### config.mk
export PLATFORM = sky130hd
export DESIGN_NAME = ad_frame_packer_flat
export DESIGN_NICKNAME = d
export VERILOG_FILES = /design/src/rtl/daq_pkg.sv /design/src/rtl/ad_frame_packer_if.sv /design/src/rtl/sync_fifo.sv /design/src/rtl/ad_frame_packer.sv /design/src/flat_wrapper.sv
export SDC_FILE = /design/constraint.sdc
export NUM_CORES = 1
export LEC_CHECK = 0
export CORE_AREA = 2 2 171 173
export CTS_BUF_LIST = sky130_fd_sc_hd__clkbuf_8
export CTS_CLUSTER_SIZE = 12
export DETAILED_ROUTE_END_ITERATION = 8
export DIE_AREA = 0 0 173 175
export PLACE_DENSITY = 0.69
export SLEW_MARGIN = 20
export SYNTH_ARGS = -nofsm -noshare
export SYNTH_HDL_FRONTEND = slang
export SYNTH_HIERARCHICAL = 1
export SYNTH_SLANG_ARGS = --single-unit
export TNS_END_PERCENT = 100
### constraint.sdc
create_clock -name clk_i -period 3.7 [get_ports clk_i]
set_clock_uncertainty 0.05 [all_clocks]
set_input_delay 0.74 -clock clk_i [delete_from_list [all_inputs] [get_ports clk_i]]
set_output_delay 0.74 -clock clk_i [all_outputs]
set_load 0.03 [all_outputs]
### src/rtl/daq_pkg.sv
// Shared types and constants for the AD capture -> USB packing path.
package daq_pkg;

    typedef enum logic [1:0] {
        StIdle,
        StRun,
        StFlush
    } state_e;

    localparam int unsigned FRAME_WORDS = 256;
    localparam int unsigned FIFO_DEPTH  = 16;
    localparam logic [15:0] PAD_WORD    = 16'h0000;

    // Output word plus the frame-end marker travel together through the FIFO.
    localparam int unsigned FIFO_WIDTH  = 17;

    function automatic logic [15:0] sat_inc16(input logic [15:0] v);
        return (v == 16'hFFFF) ? v : v + 16'd1;
    endfunction

endpackage

### src/rtl/ad_frame_packer_if.sv
// Ready/valid stream from the frame packer toward the USB FIFO writer.
interface ad_frame_packer_if;

    logic [15:0] m_data_o;
    logic        m_valid_o;
    logic        m_ready_i;
    logic        m_last_o;

    modport master (
        output m_data_o,
        output m_valid_o,
        output m_last_o,
        input  m_ready_i
    );

    modport slave (
        input  m_data_o,
        input  m_valid_o,
        input  m_last_o,
        output m_ready_i
    );

endinterface

### src/rtl/sync_fifo.sv
// First-word-fall-through synchronous FIFO with synchronous active-low reset.
module sync_fifo #(
    parameter int unsigned Width = 17,
    parameter int unsigned Depth = 16
) (
    input  logic             clk_i,
    input  logic             rst_n_i,
    input  logic             wr_en_i,
    input  logic [Width-1:0] wr_data_i,
    input  logic             rd_en_i,
    output logic [Width-1:0] rd_data_o,
    output logic             full_o,
    output logic             empty_o
);

    localparam int unsigned AW = (Depth > 1) ? $clog2(Depth) : 1;
    localparam int unsigned CW = $clog2(Depth + 1);

    logic [Width-1:0] mem_q [Depth];
    logic [AW-1:0]    wr_ptr_q, wr_ptr_d;
    logic [AW-1:0]    rd_ptr_q, rd_ptr_d;
    logic [CW-1:0]    count_q, count_d;
    logic             wr_fire, rd_fire;

    function automatic logic [AW-1:0] ptr_inc(input logic [AW-1:0] p);
        return (p == AW'(Depth - 1)) ? '0 : p + AW'(1);
    endfunction

    assign full_o  = (count_q == CW'(Depth));
    assign empty_o = (count_q == '0);
    assign wr_fire = wr_en_i & ~full_o;
    assign rd_fire = rd_en_i & ~empty_o;

    // Zero the head when empty so an idle bus reads as a clean 0.
    assign rd_data_o = empty_o ? '0 : mem_q[rd_ptr_q];

    always_comb begin
        wr_ptr_d = wr_ptr_q;
        rd_ptr_d = rd_ptr_q;
        count_d  = count_q;
        if (wr_fire) begin
            wr_ptr_d = ptr_inc(wr_ptr_q);
        end
        if (rd_fire) begin
            rd_ptr_d = ptr_inc(rd_ptr_q);
        end
        unique case ({wr_fire, rd_fire})
            2'b10:   count_d = count_q + CW'(1);
            2'b01:   count_d = count_q - CW'(1);
            default: count_d = count_q;
        endcase
    end

    always_ff @(posedge clk_i) begin
        if (!rst_n_i) begin
            wr_ptr_q <= '0;
            rd_ptr_q <= '0;
            count_q  <= '0;
        end else begin
            wr_ptr_q <= wr_ptr_d;
            rd_ptr_q <= rd_ptr_d;
            count_q  <= count_d;
        end
    end

    always_ff @(posedge clk_i) begin
        if (wr_fire) begin
            mem_q[wr_ptr_q] <= wr_data_i;
        end
    end

endmodule

### src/rtl/ad_frame_packer.sv
// Decimates ADC samples, tags them with a 4-bit sequence number and packs them
// into 256-word frames, padding the tail of a frame when capture stops.
module ad_frame_packer
    import daq_pkg::*;
(
    input  logic                     clk_i,
    input  logic                     rst_n_i,
    input  logic [11:0]              ad_data_i,
    input  logic                     start_i,
    input  logic [7:0]               decim_i,
    ad_frame_packer_if.master        m_if,
    output logic                     busy_o,
    output logic                     ovf_o,
    output logic [15:0]              drop_cnt_o
);

    localparam logic [7:0] FRAME_LAST = 8'(FRAME_WORDS - 1);

    state_e      state_q, state_d;
    logic [7:0]  decim_q, decim_d;
    logic [7:0]  dec_cnt_q, dec_cnt_d;
    logic [3:0]  seq_q, seq_d;
    logic [7:0]  frame_q, frame_d;
    logic        ovf_q, ovf_d;
    logic [15:0] drop_q, drop_d;

    logic                  fifo_wr, fifo_rd;
    logic [FIFO_WIDTH-1:0] fifo_wdata, fifo_rdata;
    logic                  fifo_full, fifo_empty;

    always_comb begin
        state_d    = state_q;
        decim_d    = decim_q;
        dec_cnt_d  = dec_cnt_q;
        seq_d      = seq_q;
        frame_d    = frame_q;
        ovf_d      = ovf_q;
        drop_d     = drop_q;
        fifo_wr    = 1'b0;
        fifo_wdata = '0;

        unique case (state_q)
            StIdle: begin
                if (start_i) begin
                    state_d   = StRun;
                    decim_d   = decim_i;
                    dec_cnt_d = '0;
                    seq_d     = '0;
                    frame_d   = '0;
                    ovf_d     = 1'b0;
                    drop_d    = '0;
                end
            end
            StRun: begin
                if (!start_i) begin
                    state_d = StFlush;
                end else if (dec_cnt_q == '0) begin
                    dec_cnt_d = decim_q;
                    // Dropped samples still consume a sequence number so gaps are visible.
                    seq_d     = seq_q + 4'd1;
                    if (fifo_full) begin
                        ovf_d  = 1'b1;
                        drop_d = sat_inc16(drop_q);
                    end else begin
                        fifo_wr    = 1'b1;
                        fifo_wdata = {(frame_q == FRAME_LAST), seq_q, ad_data_i};
                        frame_d    = frame_q + 8'd1;
                    end
                end else begin
                    dec_cnt_d = dec_cnt_q - 8'd1;
                end
            end
            StFlush: begin
                if (frame_q != '0) begin
                    // Pads wait for space rather than being lost.
                    if (!fifo_full) begin
                        fifo_wr    = 1'b1;
                        fifo_wdata = {(frame_q == FRAME_LAST), PAD_WORD};
                        frame_d    = frame_q + 8'd1;
                    end
                end else if (fifo_empty) begin
                    state_d = StIdle;
                end
            end
            default: state_d = StIdle;
        endcase
    end

    always_ff @(posedge clk_i) begin
        if (!rst_n_i) begin
            state_q   <= StIdle;
            decim_q   <= '0;
            dec_cnt_q <= '0;
            seq_q     <= '0;
            frame_q   <= '0;
            ovf_q     <= 1'b0;
            drop_q    <= '0;
        end else begin
            state_q   <= state_d;
            decim_q   <= decim_d;
            dec_cnt_q <= dec_cnt_d;
            seq_q     <= seq_d;
            frame_q   <= frame_d;
            ovf_q     <= ovf_d;
            drop_q    <= drop_d;
        end
    end

    sync_fifo #(
        .Width (FIFO_WIDTH),
        .Depth (FIFO_DEPTH)
    ) u_fifo (
        .clk_i     (clk_i),
        .rst_n_i   (rst_n_i),
        .wr_en_i   (fifo_wr),
        .wr_data_i (fifo_wdata),
        .rd_en_i   (fifo_rd),
        .rd_data_o (fifo_rdata),
        .full_o    (fifo_full),
        .empty_o   (fifo_empty)
    );

    assign fifo_rd        = ~fifo_empty & m_if.m_ready_i;
    assign m_if.m_valid_o = ~fifo_empty;
    assign m_if.m_data_o  = fifo_rdata[15:0];
    assign m_if.m_last_o  = fifo_rdata[16];

    assign busy_o     = (state_q != StIdle);
    assign ovf_o      = ovf_q;
    assign drop_cnt_o = drop_q;

    // A stalled output word must not change until it is taken.
    a_stall_stable: assert property (@(posedge clk_i) disable iff (!rst_n_i)
        (m_if.m_valid_o && !m_if.m_ready_i) |=>
            (m_if.m_valid_o && $stable({m_if.m_last_o, m_if.m_data_o})));

endmodule

### src/flat_wrapper.sv
// flat-port wrapper written by rule: the top's interface ports become plain ports
module ad_frame_packer_flat import daq_pkg::*;
  (clk_i, rst_n_i, ad_data_i, start_i, decim_i, busy_o, ovf_o, drop_cnt_o, m_if_m_data_o, m_if_m_valid_o, m_if_m_last_o, m_if_m_ready_i);
  ad_frame_packer_if m_if_i ();
  input  logic clk_i;
  input  logic rst_n_i;
  input  logic [11:0] ad_data_i;
  input  logic start_i;
  input  logic [7:0] decim_i;
  output logic busy_o;
  output logic ovf_o;
  output logic [15:0] drop_cnt_o;
  output wire logic [$bits(m_if_i.m_data_o)-1:0] m_if_m_data_o;
  output wire logic [$bits(m_if_i.m_valid_o)-1:0] m_if_m_valid_o;
  output wire logic [$bits(m_if_i.m_last_o)-1:0] m_if_m_last_o;
  input wire logic [$bits(m_if_i.m_ready_i)-1:0] m_if_m_ready_i;
  assign m_if_m_data_o = m_if_i.m_data_o;
  assign m_if_m_valid_o = m_if_i.m_valid_o;
  assign m_if_m_last_o = m_if_i.m_last_o;
  assign m_if_i.m_ready_i = m_if_m_ready_i;
  ad_frame_packer u_core (.clk_i(clk_i), .rst_n_i(rst_n_i), .ad_data_i(ad_data_i), .start_i(start_i), .decim_i(decim_i), .m_if(m_if_i), .busy_o(busy_o), .ovf_o(ovf_o), .drop_cnt_o(drop_cnt_o));
endmodule
**Run 1: gate-type map**

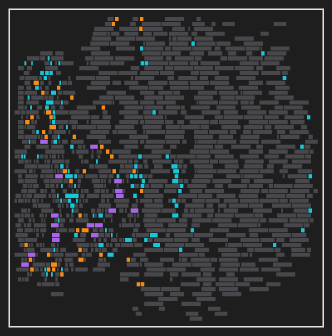
- adder and majority cells: purple (cells 17; most used ha_1)
- NOR gates: cyan (cells 95; most used nor2_1)
- AND and OR gates: orange (cells 43; most used and2_1)
combinational share of cell area: 0.262
Cell Count, Final, Fillers Out: 1419
Top cell excl fill/tap: edfxtp_1

**Run 1: where the registers sit**

Scale bar: 50 um.
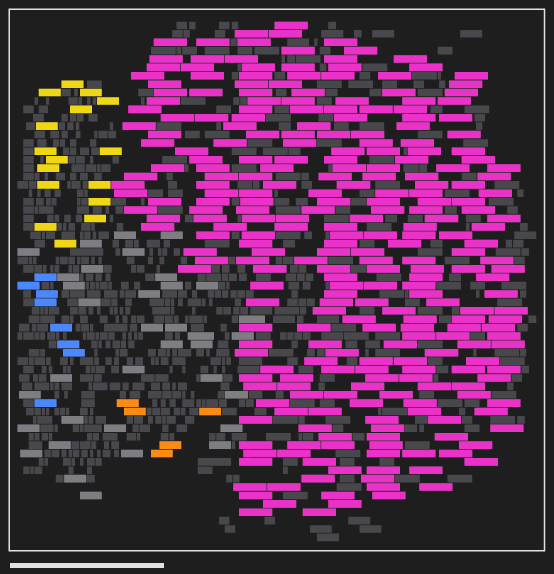
- `u_core/drop_cnt_o`: yellow (placed flops 16; where top left)
- `u_core/decim_q`: blue (placed flops 8; where left middle)
- `u_core/u_fifo/mem_q`: magenta (placed flops 272)
- `u_core/u_fifo/count_q`: orange (placed flops 5)
- not colored: 35

**Run 1: zoomed window**

Scale bar: 10 um. Region (31, 31) to (56, 56) um. Cells in gray, sequential cells in the stronger gray; small squares are vias.
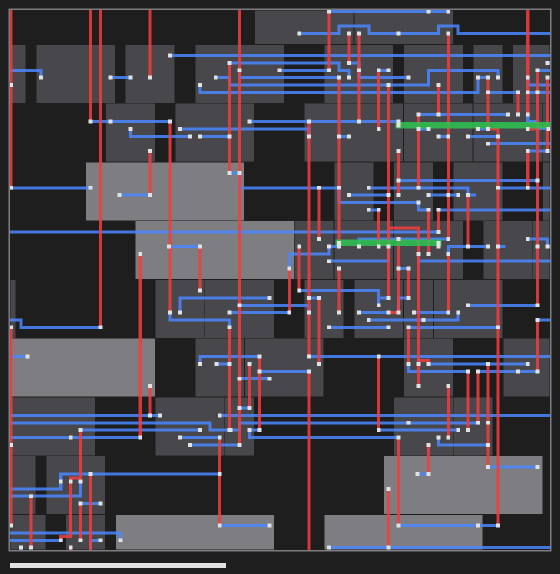
- met2: red
- met1: blue
- met3: green
- sequential cells in the window: 6
- netlist names of flops here include: `u_core/u_fifo/count_q` (4), `u_core/frame_q` (2)
- cells with their middle in the window: 46
- most frequent: dfxtp_1 (6)

**Run 1: routing congestion**

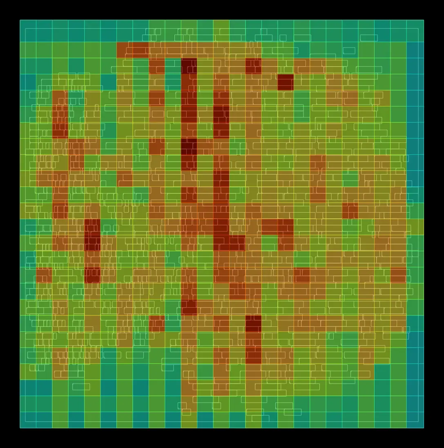
met3 Use GR: 0.0394
wire per inst: 20.6 um
gr busiest metal: met2

==> impl_metrics.json, run 1 <==
{
  "seq_area_frac": 0.575,
  "critPathKind": "reg -> out",
  "comb-power_mw": 2.74,
  "power-top-group": "sequential cells",
  "overflow": 0,
  "relSlewSlack": 0.555,
  "simple_gate_area_frac": 0.0901,
  "final-nonclk-buf-share": 0.0670,
  "grt_pass1_wl_um": 45900,
  "p_sw_frac": 0.300,
  "worstSkewPairLatency_ns": 0.57,
  "maxCapViolations": 0,
  "placed_area_mm2": 0.0154,
  "areaGrowthSynthToFinish_pct": 17.4,
  "synth.top_cell.area_share": 0.583,
  "ys_ff": 336,
  "cts_root_buf": "clkbuf_8",
  "yosys_most_used_dff": "edfxtp_1",
  "post_cts_buffers": 0,
  "ctsHoldBuffers": 0,
  "cpLargestDelayFamily": "multiplexers",
  "layout-drive-gt1-share": 0.250,
  "holdPathStages": 2,
  "non_clock_inverter_count": 25,
  "cts_resized": 0,
  "p_switching_mw": 2.99,
  "grt_pass1_vias": 8254,
  "final_max_slew_viol_count": 0,
  "synth.yosys.seq_area_share": 0.675,
  "via_per_inst": 5.67,
  "clock_cell_area_share": 0.0612,
  "dr.max_layer_used": "met4",
  "crit_path_cell_trace": "buf_4 -> mux4_2 -> mux2_2 -> a221o_1 -> buf_12",
  "wl_met1_um": 12500,
  "fa_ha_area_frac": 0.0152,
  "initial_core_util": 0.493,
  "arrival_ns": 2.72,
  "synth.comb.largest_family": "multiplexers",
  "cts_htree_levels": 2,
  "wl_met2_um": 14300,
  "hpwl_um": 18400,
  "cts_buffers": 52,
  "antenna_found_initial": 0,
  "pin_count": 60,
  "r2r-start": "u_core/frame_q[0]$_SDFFE_PN0P_",
  "logic_area_mm2": 0.00430,
  "status": "completed",
  "slowest_delay_ns": 0.53,
  "hold_path.class": "reg -> reg",
  "hold_ws_ns": 0.418,
  "holdCritStartpoint": "u_core/decim_q[3]$_SDFFE_PN0P_"
}
==> run 2, diff against run 1 <==
--- a/config.mk
+++ b/config.mk
@@ -5,13 +5,12 @@
 export SDC_FILE = /design/constraint.sdc
 export NUM_CORES = 1
 export LEC_CHECK = 0
-export CORE_AREA = 2 2 171 173
+export CORE_AREA = 2 2 169 171
 export CTS_BUF_LIST = sky130_fd_sc_hd__clkbuf_8
 export CTS_CLUSTER_SIZE = 12
 export DETAILED_ROUTE_END_ITERATION = 8
-export DIE_AREA = 0 0 173 175
-export PLACE_DENSITY = 0.69
-export SLEW_MARGIN = 20
+export DIE_AREA = 0 0 171 173
+export PLACE_DENSITY = 0.67
 export SYNTH_ARGS = -nofsm -noshare
 export SYNTH_HDL_FRONTEND = slang
 export SYNTH_HIERARCHICAL = 1
==> constraint.sdc (replaced) <==
create_clock -name clk_i -period 3.6 [get_ports clk_i]
set_clock_uncertainty 0.05 [all_clocks]
set_input_delay 0.72 -clock clk_i [delete_from_list [all_inputs] [get_ports clk_i]]
set_output_delay 0.72 -clock clk_i [all_outputs]
set_load 0.03 [all_outputs]
==> impl_metrics.json, run 2 <==
{
  "status": "completed",
  "final_max_slew_viol_count": 0,
  "power-top-group": "sequential cells",
  "cts_buffers": 54,
  "grt_pass1_wl_um": 47400,
  "areaGrowthSynthToFinish_pct": 17.9,
  "holdPathStages": 2,
  "initial_core_util": 0.507,
  "cts_resized": 0,
  "hpwl_um": 18800,
  "arrival_ns": 2.71,
  "ctsHoldBuffers": 0,
  "post_cts_buffers": 2,
  "hold_ws_ns": 0.420,
  "logic_area_mm2": 0.00431,
  "synth.comb.largest_family": "multiplexers",
  "busiest_layer": "met2",
  "final-nonclk-buf-share": 0.0699,
  "relSlewSlack": 0.579,
  "synth.yosys.seq_area_share": 0.675,
  "wl_met2_um": 14700,
  "lay_top_count": "edfxtp_1",
  "via_per_inst": 5.66,
  "synth.top_cell.area_share": 0.583,
  "maxCapViolations": 0,
  "p_sw_frac": 0.300,
  "comb-power_mw": 2.80,
  "non_clock_inverter_count": 25,
  "cts_root_buf": "clkbuf_8",
  "grtUsageMet3": 0.0346,
  "clock_cell_area_share": 0.0615,
  "grt_pass1_vias": 8275,
  "layout-drive-gt1-share": 0.252,
  "placed_area_mm2": 0.0155,
  "slowest_delay_ns": 0.63,
  "wl_per_cell_um": 21.2,
  "r2r-start": "u_core/dec_cnt_q[0]$_SDFFE_PN0P_",
  "ys_ff": 336,
  "simple_gate_area_frac": 0.0901,
  "cts_htree_levels": 2,
  "wl_met1_um": 12800,
  "fa_ha_area_frac": 0.0152,
  "cpLargestDelayFamily": "simple AND/OR/NAND/NOR gates",
  "antenna_found_initial": 1
}
**Run 2: gate-type map**

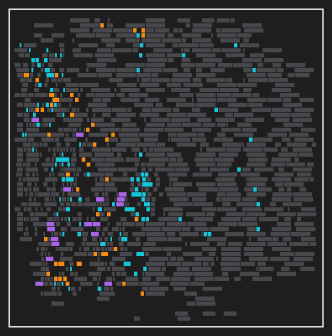
- adder and majority cells: purple (cells 17; most used ha_1)
- NOR gates: cyan (cells 95; most used nor2_1)
- AND and OR gates: orange (cells 43; most used and2_1)
combinational share of cell area: 0.261
Cell Count, Final, Fillers Out: 1422

**Run 2: wires at chosen ports, followed through buffers**

Scale bar: 50 um.
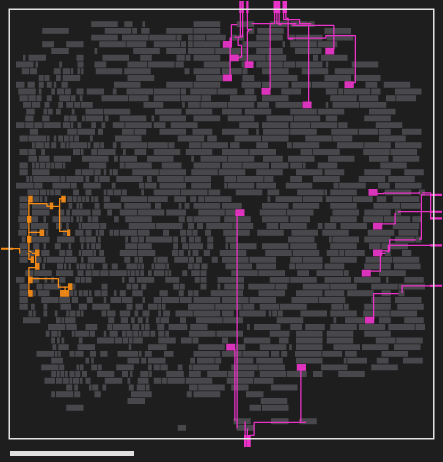
- `start_i`: orange (direction input; edge left; end cells 14; buffers 2; wire 112 um)
- `m_if_m_data_o`: magenta (direction output; edge 8 top, 5 right, 3 bottom; end cells 16; buffers 16; wire 633 um)

Power is estimated from default activity; no workload was simulated.
